### src/rtl/decodificador_hamming_param_pkg.sv
// Shared types and helpers for the parametrised Hamming SEC-DED decoder.
// The functions work on MAX_W-wide vectors so any instance width up to MAX_W can use them.
package decodificador_pkg;

  localparam int DATA_W_DEF = 4;
  localparam int PAR_W_DEF  = 3;
  localparam int SECDED_DEF = 1;
  localparam int HW         = DATA_W_DEF + PAR_W_DEF;
  localparam int CW_W       = HW + SECDED_DEF;

  localparam int MAX_W = 64;
  localparam int MAX_P = 7;

  typedef enum logic [1:0] {
    LIMPO    = 2'd0,
    SIMPLES  = 2'd1,
    PARIDADE = 2'd2,
    DUPLO    = 2'd3
  } classe_t;

  function automatic logic is_pow2(input int pos);
    return (pos > 0) && ((pos & (pos - 1)) == 0);
  endfunction

  // Syndrome = XOR of the (1-based) positions of every set bit among the hw Hamming positions.
  function automatic logic [MAX_P-1:0] calc_sindrome(input logic [MAX_W-1:0] cw, input int hw);
    logic [MAX_P-1:0] s;
    logic [MAX_W-1:0] bit_i;
    s = '0;
    for (int i = 0; i < MAX_W; i++) begin
      bit_i = (cw >> i) & MAX_W'(1);
      if ((i < hw) && (bit_i != '0)) begin
        s = s ^ MAX_P'(i + 1);
      end
    end
    return s;
  endfunction

  // Packs the non-power-of-2 positions in ascending order into the low data bits.
  function automatic logic [MAX_W-1:0] extract_data(input logic [MAX_W-1:0] cw, input int hw);
    logic [MAX_W-1:0] d;
    logic [MAX_W-1:0] bit_i;
    int k;
    d = '0;
    k = 0;
    for (int i = 0; i < MAX_W; i++) begin
      if ((i < hw) && !is_pow2(i + 1)) begin
        bit_i = (cw >> i) & MAX_W'(1);
        d     = d | (bit_i << k);
        k     = k + 1;
      end
    end
    return d;
  endfunction

endpackage

### src/rtl/decodificador_hamming_param_sindrome.sv
// Combinational syndrome and overall-parity-error generator for one codeword.
module hamming_sindrome
  import decodificador_pkg::*;
#(
  parameter int DATA_W = 4,
  parameter int PAR_W  = 3,
  parameter int SECDED = 1,
  localparam int HW    = DATA_W + PAR_W,
  localparam int CW_W  = HW + SECDED
) (
  input  logic [CW_W-1:0]  codigo,
  output logic [PAR_W-1:0] sindrome,
  output logic             paridade_erro
);

  assign sindrome = PAR_W'(calc_sindrome(MAX_W'(codigo), HW));

  // Without the extra parity bit there is nothing to check, so report no parity error.
  assign paridade_erro = (SECDED != 0) ? (^codigo) : 1'b0;

endmodule

### src/rtl/decodificador_hamming_param.sv
// Two-stage pipelined parametrised Hamming SEC/SEC-DED decoder with saturating error counters.
// S1 registers the codeword with its syndrome/parity; S2 classifies, corrects and counts.
module decodificador_hamming_param
  import decodificador_pkg::*;
#(
  parameter int DATA_W = 4,
  parameter int PAR_W  = 3,
  parameter int SECDED = 1,
  parameter int CNT_W  = 8,
  localparam int HW    = DATA_W + PAR_W,
  localparam int CW_W  = HW + SECDED
) (
  input  logic              clk,
  input  logic              Reset,
  input  logic              Controle,
  input  logic              Modo,
  input  logic              Limpa,
  input  logic [CW_W-1:0]   Entrada,
  input  logic              Entrada_valida,
  output logic [DATA_W-1:0] Saida,
  output logic              Saida_valida,
  output logic [PAR_W-1:0]  Sindrome,
  output logic              Erro_simples,
  output logic              Erro_duplo,
  output logic [CNT_W-1:0]  Cnt_simples,
  output logic [CNT_W-1:0]  Cnt_duplo
);

  localparam logic [CNT_W-1:0] CNT_MAX = '1;

  if ((2 ** PAR_W) < (HW + 1)) begin : g_chk_par
    $error("PAR_W too small: 2**PAR_W must be >= DATA_W+PAR_W+1");
  end
  if ((CW_W > MAX_W) || (PAR_W > MAX_P)) begin : g_chk_max
    $error("codeword wider than the package helper functions support");
  end

  logic [PAR_W-1:0] sindrome_c;
  logic             pe_c;

  hamming_sindrome #(
    .DATA_W (DATA_W),
    .PAR_W  (PAR_W),
    .SECDED (SECDED)
  ) u_sindrome (
    .codigo        (Entrada),
    .sindrome      (sindrome_c),
    .paridade_erro (pe_c)
  );

  logic [CW_W-1:0]  s1_codigo;
  logic             s1_valido;
  logic             s1_modo;
  logic [PAR_W-1:0] s1_sindrome;
  logic             s1_pe;

  always_ff @(posedge clk or posedge Reset) begin
    if (Reset) begin
      s1_codigo   <= '0;
      s1_valido   <= 1'b0;
      s1_modo     <= 1'b0;
      s1_sindrome <= '0;
      s1_pe       <= 1'b0;
    end else if (Controle) begin
      s1_codigo   <= Entrada;
      s1_valido   <= Entrada_valida;
      s1_modo     <= Modo;
      s1_sindrome <= sindrome_c;
      s1_pe       <= pe_c;
    end
  end

  classe_t          classe;
  logic             fora_faixa;
  logic [CW_W-1:0]  codigo_corr;
  logic [DATA_W-1:0] dado;
  logic             erro_simples_c;
  logic             erro_duplo_c;

  // A syndrome beyond the last real position can only come from a multi-bit error in a shortened code.
  always_comb begin
    classe     = LIMPO;
    fora_faixa = int'(s1_sindrome) > HW;
    if (SECDED != 0) begin
      if (s1_sindrome == '0) begin
        classe = s1_pe ? PARIDADE : LIMPO;
      end else if (fora_faixa || !s1_pe) begin
        classe = DUPLO;
      end else begin
        classe = SIMPLES;
      end
    end else begin
      if (s1_sindrome == '0) begin
        classe = LIMPO;
      end else if (fora_faixa) begin
        classe = DUPLO;
      end else begin
        classe = SIMPLES;
      end
    end
  end

  always_comb begin
    codigo_corr = s1_codigo;
    if ((classe == SIMPLES) && !s1_modo) begin
      codigo_corr = s1_codigo ^ (CW_W'(1) << (s1_sindrome - 1'b1));
    end
  end

  assign dado           = DATA_W'(extract_data(MAX_W'(codigo_corr), HW));
  assign erro_simples_c = (classe == SIMPLES) || (classe == PARIDADE);
  assign erro_duplo_c   = (classe == DUPLO);

  // Bubbles clear the flags but leave Saida and Sindrome showing the last real word.
  always_ff @(posedge clk or posedge Reset) begin
    if (Reset) begin
      Saida        <= '0;
      Saida_valida <= 1'b0;
      Sindrome     <= '0;
      Erro_simples <= 1'b0;
      Erro_duplo   <= 1'b0;
    end else if (Controle) begin
      if (s1_valido) begin
        Saida        <= dado;
        Saida_valida <= 1'b1;
        Sindrome     <= s1_sindrome;
        Erro_simples <= erro_simples_c;
        Erro_duplo   <= erro_duplo_c;
      end else begin
        Saida_valida <= 1'b0;
        Erro_simples <= 1'b0;
        Erro_duplo   <= 1'b0;
      end
    end
  end

  // Clear wins over a same-cycle increment; a stalled pipeline ignores both.
  always_ff @(posedge clk or posedge Reset) begin
    if (Reset) begin
      Cnt_simples <= '0;
      Cnt_duplo   <= '0;
    end else if (Controle) begin
      if (Limpa) begin
        Cnt_simples <= '0;
        Cnt_duplo   <= '0;
      end else begin
        if (s1_valido && erro_simples_c && (Cnt_simples != CNT_MAX)) begin
          Cnt_simples <= Cnt_simples + 1'b1;
        end
        if (s1_valido && erro_duplo_c && (Cnt_duplo != CNT_MAX)) begin
          Cnt_duplo <= Cnt_duplo + 1'b1;
        end
      end
    end
  end

endmodule
### config.mk
export PLATFORM = sky130hd
export DESIGN_NAME = decodificador_hamming_param
export DESIGN_NICKNAME = d
export VERILOG_FILES = /design/src/rtl/decodificador_hamming_param_pkg.sv /design/src/rtl/decodificador_hamming_param_sindrome.sv /design/src/rtl/decodificador_hamming_param.sv
export SDC_FILE = /design/constraint.sdc
export NUM_CORES = 1
export LEC_CHECK = 0
export ABC_AREA = 1
export ABC_CLOCK_PERIOD_IN_PS = 1500
export CAP_MARGIN = 20
export CELL_PAD_IN_SITES_DETAIL_PLACEMENT = 1
export CELL_PAD_IN_SITES_GLOBAL_PLACEMENT = 1
export CORE_MARGIN = 2
export CORE_UTILIZATION = 37
export CTS_BUF_LIST = sky130_fd_sc_hd__clkbuf_16
export CTS_CLUSTER_DIAMETER = 50
export DETAILED_ROUTE_END_ITERATION = 12
export GPL_TIMING_DRIVEN = 0
export PLACE_DENSITY = 0.84
export SLEW_MARGIN = 20
export SYNTH_ARGS = -nofsm -noshare
export SYNTH_HDL_FRONTEND = slang
export SYNTH_SLANG_ARGS = --single-unit
### constraint.sdc
create_clock -name clk -period 1.5 [get_ports clk]
set_input_delay 0.225 -clock clk [delete_from_list [all_inputs] [get_ports clk]]
set_output_delay 0.225 -clock clk [all_outputs]
set_load 0.1 [all_outputs]
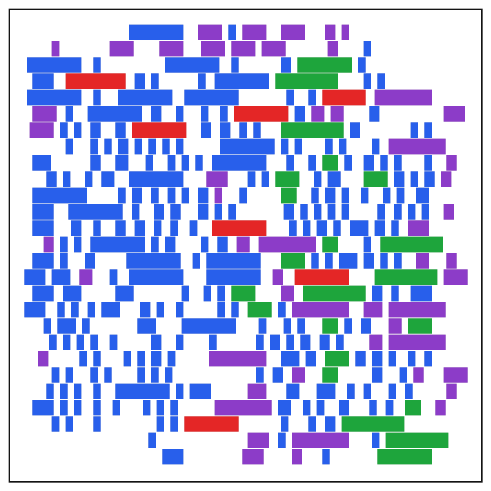
**Above:** cell sizes after repair.
Scale: 6 px per um.
purple -> x2  # cells 53, share 15%
blue -> x1 and smaller  # cells 262, share 76%
green -> x3 and x4  # cells 22, share 6.4%
red -> x6 and larger  # cells 7, share 2.0%

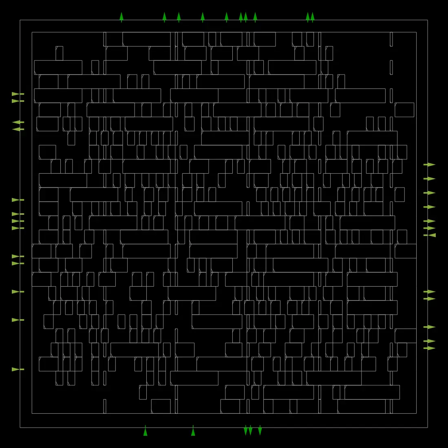
**Above:** cell placement.
post-route non-filler standard cell count: 416
final core utilization: 51.78%
sequential share of cell area: 33.32%
Std-Cell Core Area: 5439 um^2
number of filler cells placed in the layout: 693

==> results.txt <==
Physical implementation.

- The width of the chip is 78.52 um.
- Summed over all nets, wire length on met2 after detailed routing comes to 2826 um.
- Per the gpl log, the routability congestion estimate is 0.7918.
- The hold-fix buffer count after cts is 0.
- The remaining antenna violation count after routing is 0.
- The total DRC errors in the routed layout is 0.
- During synthesis, Yosys emitted a total of 0 warnings.
- The via count is 2057.
- The count of final setup violators is 0.
- The class of the tightest hold or removal check is in -> async.
- The chip occupies 6165 um^2.
- The critical path is of the reg -> out type.
- The cell type that accounts for the most area after synthesis is dfrtp_1.
- Of the total synthesized cell area, the portion taken by full adders, half adders and majority gates is 1.218%.
- Checking max transition, the worst relative margin is 63.79%.
- The number of flops mapped to enable cells by yosys is 0.
- At the worst endpoint, the arrival time is 1.25 ns.
- Sequential cells were found to cover 43.85% of the synthesized design area.
- The average instance area after synthesis is 7.084 um^2.
- Among all stages on the critical path, the largest delay is contributed by clkdlybuf4s18_2.
- All stages included, the depth of the critical timing path comes to 1.
- The worst hold slack after final layout is 0.2624 ns.
- The critical path capture point type is an output port.
- From synthesis to final layout, the design area changed by 37.09%.
- In this run the worst setup path terminates at Cnt_duplo[6].
- The flip-flop and latch count after synthesis is 36.
- Per the detailed-route log, wirelength across all metal layers totals 5388 um.
- Derived from the worst setup path, the maximum achievable clock frequency is 679.5 MHz.
- In this run the count of I/O pins placed on the die edge is 40.
- For reference, the critical path cell chain is clkdlybuf4s18_2.
- The number of warnings reported in the stage logs is 28.
- In this design, the stage delay of the slowest critical-path cell is 0.56 ns.
- For reference, XOR and XNOR gates occupy 4.263% of the area reported after synthesis.
- The area recorded from the Yosys report for this design is 2054 um^2.
- The pin closest to its max-slew limit shows a slew of 0.5457 ns.
- The fraction of layout instances using a drive strength above 1 is 23.84%.
- Prior to clock tree synthesis, the placed netlist has a worst setup slack of -0.3567 ns.
- Per the detail_route log, the uppermost layer with routed signals is met4.
- The first global-routing pass estimated 9501 um of wire.
- The number of CTS-inserted buffers is 5.
- The total met3 wirelength after detailed routing is 199 um.
- The floorplan row count is 27.
- The highest net fanout along the worst path is 6.
- The half-perimeter wire length after placement is 3983 um.
- The part of the cycle the worst path needs is 98.11%.
- Measured against the total synthesized area, the mux share comes to 0%.
- The area occupied by registers is 938.4 um^2.
- The run finished with clean final reports.
- The initial antenna violation count came to 0.
- Once the clock tree was built, the setup fixing pass inserted 0 buffers.
- The number of global-route vias before repair is 2127.
- The clock tree root driver cell is clkbuf_16.
- In the synthesized netlist, the cells that appear most often are nand2_1 (115), dfrtp_1 (36), inv_1 (32).
- The critical path starts at Cnt_duplo[6]$_DFFE_PP0P_.
- In this run the critical register-to-register path is launched from Cnt_simples[0]$_DFFE_PP0P_.
- The area of all placed cells without fillers is 2816 um^2.
- The total routed wire length on the met1 layer is 2293 um.
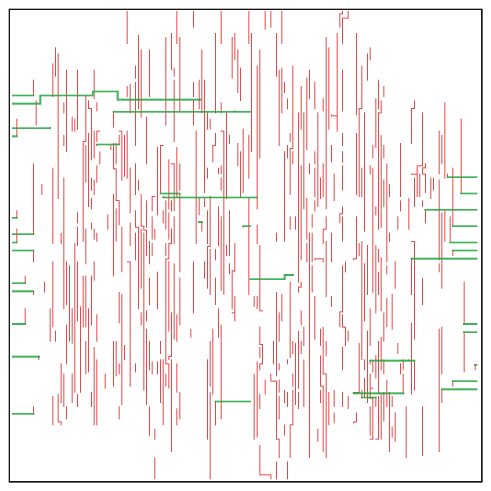
**Above:** routed metal, one color a layer.
Scale: 6 px per um. Only two layers are drawn.
red -> M2  # wire length 2830 um
green -> M3  # wire length 200 um

[routing by layer]
layer / vias up / track usage (%)
met5: - / 0
met4: 0 / 5.789
met3: 6 / 3.218
met2: 43 / 34.44
met1: 999 / 22.80
li1: 1009 / -
[flip-flops by register name, summed over array words and instances (netlist names), 3 cells and up]
name,count
s1_codigo,4
s1_sindrome,3
Cnt_duplo,8
Cnt_simples,8
Sindrome,3
Saida,4
[placed cells by master (no fill, tap or decap), types with 6 or more instances in the layout]
cell type | Yosys | final
buf_2 | 2 | 12
buf_4 | 0 | 6
clkdlybuf4s15_2 | 0 | 12
clkdlybuf4s50_1 | 0 | 11
dfrtp_1 | 36 | 20
dfrtp_2 | 0 | 9
dfrtp_4 | 0 | 7
inv_1 | 32 | 31
nand2_1 | 115 | 109
nand2_2 | 1 | 6
nand3_1 | 27 | 27
nor2_1 | 22 | 21
o21ai_0 | 12 | 12
[area by class of cell]
cell class | instances | area share [%]
Clock buffer | 5 | 4.442
Clock inverter | 3 | 0.3998
Buffer | 5 | 0.7996
Inverter | 35 | 4.665
Multi-Input combinational cell | 214 | 37.67
Tap cell | 72 | 3.199
Sequential cell | 36 | 33.32
Timing Repair Buffer | 46 | 15.50
[power breakdown]
group / total, W / switching [W] / internal, W / leakage [nW]
Clock: 0.000985 / 0.000387 / 0.000598 / 0.0701
Combinational: 0.00108 / 0.000823 / 0.000252 / 0.895
Sequential: 0.00118 / 0.0000916 / 0.00109 / 0.441
[logic make-up (layout without fill, tap and decap cells)]
logic type | Yosys count | after routing
adders and majority gates | 2 | 2
AOI/OAI and AO/OA | 22 | 22
DFF | 36 | 36
and+or+nand+nor | 180 | 180
buffers and inverters | 40 | 94
xor gates and xnor gates | 10 | 10
No activity file was given, so power comes from the tool's default toggle rates.
